Figure 1. Sizing map.
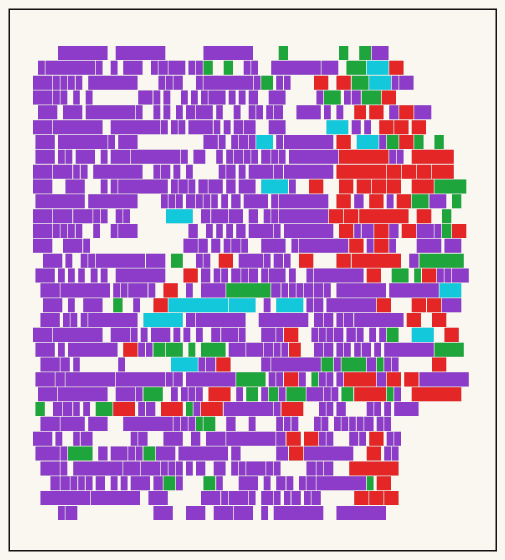
Figure 2. Wires at chosen ports, followed through buffers.
The bar under the picture is 20 µm long.
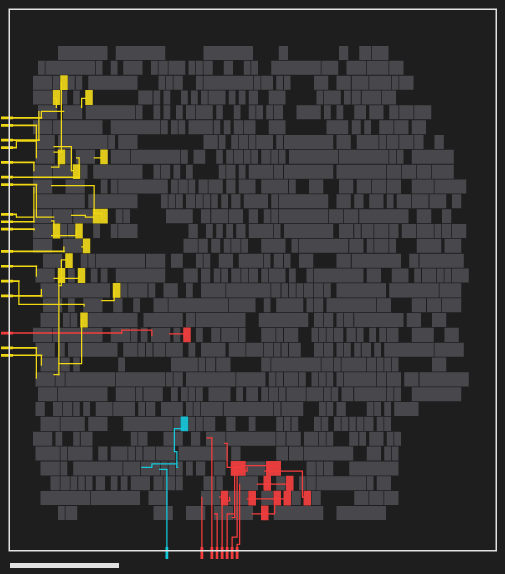
==> config.mk <==
export PLATFORM = sky130hd
export DESIGN_NAME = cascade_sequencer_flat
export DESIGN_NICKNAME = d
export VERILOG_FILES = /design/src/rtl/cascade_sequencer_if.sv /design/src/rtl/cascade_sequencer.sv /design/src/flat_wrapper.sv
export SDC_FILE = /design/constraint.sdc
export NUM_CORES = 1
export LEC_CHECK = 0
export ABC_AREA = 1
export CAP_MARGIN = 20
export CORE_AREA = 4 4 85 95
export DETAILED_ROUTE_END_ITERATION = 6
export DIE_AREA = 0 0 89 99
export PLACE_DENSITY = 0.79
export SETUP_SLACK_MARGIN = 0.02
export SKIP_LAST_GASP = 1
export SLEW_MARGIN = 0
export SYNTH_ARGS = -nofsm -noshare
export SYNTH_HDL_FRONTEND = slang
export SYNTH_SLANG_ARGS = --single-unit
==> constraint.sdc <==
create_clock -name clk -period 2.3 [get_ports clk]
set_input_delay 0.46 -clock clk [delete_from_list [all_inputs] [get_ports clk]]
set_output_delay 0.46 -clock clk [all_outputs]
set_load 0.005 [all_outputs]
==> out/metrics.cfg <==
[die]
initial_utilization_pct=52.1
dieWidth_um=89
core_mm2=0.00701
dieArea_mm2=0.00881
fp.dieH_um=99
fp-row-count=32

[setup_path]
endpoint_kind=primary output
worst_path_largest_cell_delay_ns=0.42
crit_arrival_ns=2.17
critPathMaxFanout=3
crit_chain=ha_4 -> buf_4 -> nand4_1 -> nor2_4 -> nor2_2 -> nor2_2 -> o21ai_1 -> nand2_1 -> buf_6 -> nand2_2 -> xor2_1 -> buf_2
cp_slowest_cell=dfrtp_1
worstPathRequired_ns=1.84
r2r_cells=10
criticalPathCategory=reg2out
reg2reg_slack_ns=0.16
cpMostUsedCell=nor2_2
worst_setup_path_start_kind=flip-flop

[clock_tree]
cts.htree.levels=2
cts.sinks=54
cts_root_buffer=clkbuf_8
insertion_delay_ns=0.31
clkTransAtPathRegs_ns=0.10
numCtsBuffers=5
clock_path_buffers=2
cts_tree=done

[sta]
layout_min_cycle_time_ns=2.63
finalHoldWorstSlack_ns=0.155
period_used_pct=115
timing.fmax_mhz=380
fin_skew_ns=0.0151
rsz0062_at_grt=true
hold_viol=0
relSlewSlack_pct=58.7
worst_slack_ns=-0.334
tightest_slew_ns=0.619
tns_ns=-1.96
slew_violations=0
setup_viol=10

[global_routing]
track_usage_pct=24.2
grt_max_degree=29
grt_pass1_wl_um=17300
antenna_found_initial=0
grt_pass1_vias=3805
overflow=0

[synthesis]
common_cells=nand2_1 (163), inv_1 (58), dfrtp_1 (54)
top_cell=nand2_1
ys.flops=54
yosysUniqueCellTypes=40
synthCells=504
ys_warn_count=0
netlist_area_mm2=0.00365
flop_cell=dfrtp_1
fp_nets=557
yosysCellCount=504
syn_avg_cell_area_um2=7.25
largest_area_cell=dfrtp_1
synthArstFlopShare_pct=100
synth-edff-count=0
ys_area_mm2=0.00365
top_cells_by_area=dfrtp_1 (37%), nand2_1 (17%), ha_1 (6.8%), inv_1 (6.0%), nor2_1 (5.0%)
ys_seq_share_pct=37.0
top_area_share_pct=37.0

[routing]
drt-pass1-iter-count=4
drc=0
drtIter0Drc=239
vias_per_cell=5.23
routedWlPerCell_um=14.4
vias=3798
wirelength_um=10400
ant_nets=0

[placed_design]
dp_hpwl_um=7470
gp_congestion=0.932

[job]
cap_violations=0
warnings=29

[power]
power.share.clock_pct=11.2
pwr-share-comb_pct=61.5
p_per_area_mw_per_mm2=1120
p_sw_uw=2560
finalPower_uw=5790
leakage_uw=0.00267
p_int_uw=3230
peakVddDrop_v=0.000722
swShare_pct=44.2
p_seq_share_pct=27.3

[cells_and_area]
nNetsFinal=693
n_antenna_cell=0
n_fill_cell=520
largest_reg_flops=16
drive_above_1_share_pct=22.5
post-route-util_pct=73.8

[worst_hold_path]
worstHoldPathType=in2async

[outcome]
violations=negative setup slack
status=finished with violations

About Figure 1:
Key: x1 and smaller = purple [cells 497, most used nand2_1]; x2 = green [cells 51, most used buf_2]; x6 and larger = cyan [cells 14, most used buf_6]; x3 and x4 = red [cells 79, most used buf_4]
layout overhead on the synthesized area: 41.6%
final setup margin: -0.334 ns
nonclk buf count: 138

About Figure 2:
Key: `bus_win_id` = yellow [direction input, end cells 16, buffers 16, wire 254 µm]; `bus_res_ready` = cyan [direction output, end cells 1, buffers 1, wire 32.6 µm]; `bus_wcnt_data` = red [direction input, end cells 13, buffers 8, wire 173 µm]
port buffer count: 70
I/O pin count: 71

==> repair_timing <==
item / in CTS / in global routing
buffers inserted: 19 / 7
gates resized: 67 / 17
pin swaps: 31 / 20
hold buffers: 0 / 0
endpoints found under the setup margin: 12 / 12
==> power groups by stage <==
| stage | combinational [µW] | sequential [µW] | clock [µW] |
|---|---|---|---|
| after floorplan | 1880 | 1550 | 0 |
| after global placement | 3150 | 1540 | 0 |
| after detailed placement | 3240 | 1550 | 0 |
| after CTS | 3440 | 1570 | 660 |
| after global routing | 3940 | 1620 | 703 |
| final | 3560 | 1580 | 648 |
==> cell usage in the layout, fill, tap and decap left out, types with 3 or more instances in the layout <==
cell	count
a21oi_1	17
a21oi_2	5
buf_2	11
buf_4	61
buf_6	6
clkbuf_8	5
clkdlybuf4s50_1	57
dfrtp_1	54
ha_1	12
ha_4	6
inv_1	53
inv_2	8
nand2_1	161
nand2_2	5
nand3_1	33
nand3_2	3
nand4_1	8
nor2_1	44
nor2_2	7
nor2_4	7
nor3_1	7
o21ai_0	19
o21ai_1	3
xnor2_1	3
xor2_1	15
==> critical path: cells and delay by family, from the launching register on <==
| kind | cells | cell delay [ns] |
|---|---|---|
| XOR/XNOR | 1 | 0.15 |
| AND-OR/OR-AND | 1 | 0.07 |
| adder cells (fa/ha/maj) | 1 | 0.27 |
| AND/OR/NAND/NOR | 6 | 0.61 |
| buffers and inverters | 3 | 0.34 |
| flip-flops | 1 | 0.42 |
==> area by class of cell <==
class | instances | area [µm²] | area share, %
well taps | 85 | 106 | 2.06
clock buffers | 5 | 68.8 | 1.33
clock inverters | 3 | 43.8 | 0.846
multi-input cells | 377 | 2170 | 41.9
inverters | 64 | 245 | 4.74
flip-flops and latches | 54 | 1350 | 26.1
repair buffers | 138 | 1190 | 23.0
==> cells by family after synthesis <==
family / synth area share [%]
AND-OR/OR-AND: 8.80
AND/OR/NAND/NOR: 33.6
buffers and inverters: 8.15
flip-flops: 37.0
XOR/XNOR: 4.55
adder cells (fa/ha/maj): 7.95
==> through the flow <==
| step | cells | setup WS [ns] | cell area [µm²] |
|---|---|---|---|
| 2_1_floorplan | 504 | 0.173 | 3650 |
| 3_5_place_dp | 696 | -0.437 | 4760 |
| 3_3_place_gp | 696 | -0.351 | 4760 |
| 5_1_grt | 726 | -0.467 | 5170 |
| 4_1_cts | 720 | -0.359 | 5090 |
| 6_report | 726 | -0.334 | 5170 |
==> layer usage <==
layer  GRT usage (%)  up-vias  share of wire (%)  routed length, µm
li1                -     1867                  -                  -
met1            29.5     1777                 39               4120
met2            42.6      129                 52               5420
met3            5.52       25                6.4                669
met4            6.07        0                2.2                227
met5               0        -                  0                  0
Power is estimated from default activity; no workload was simulated.
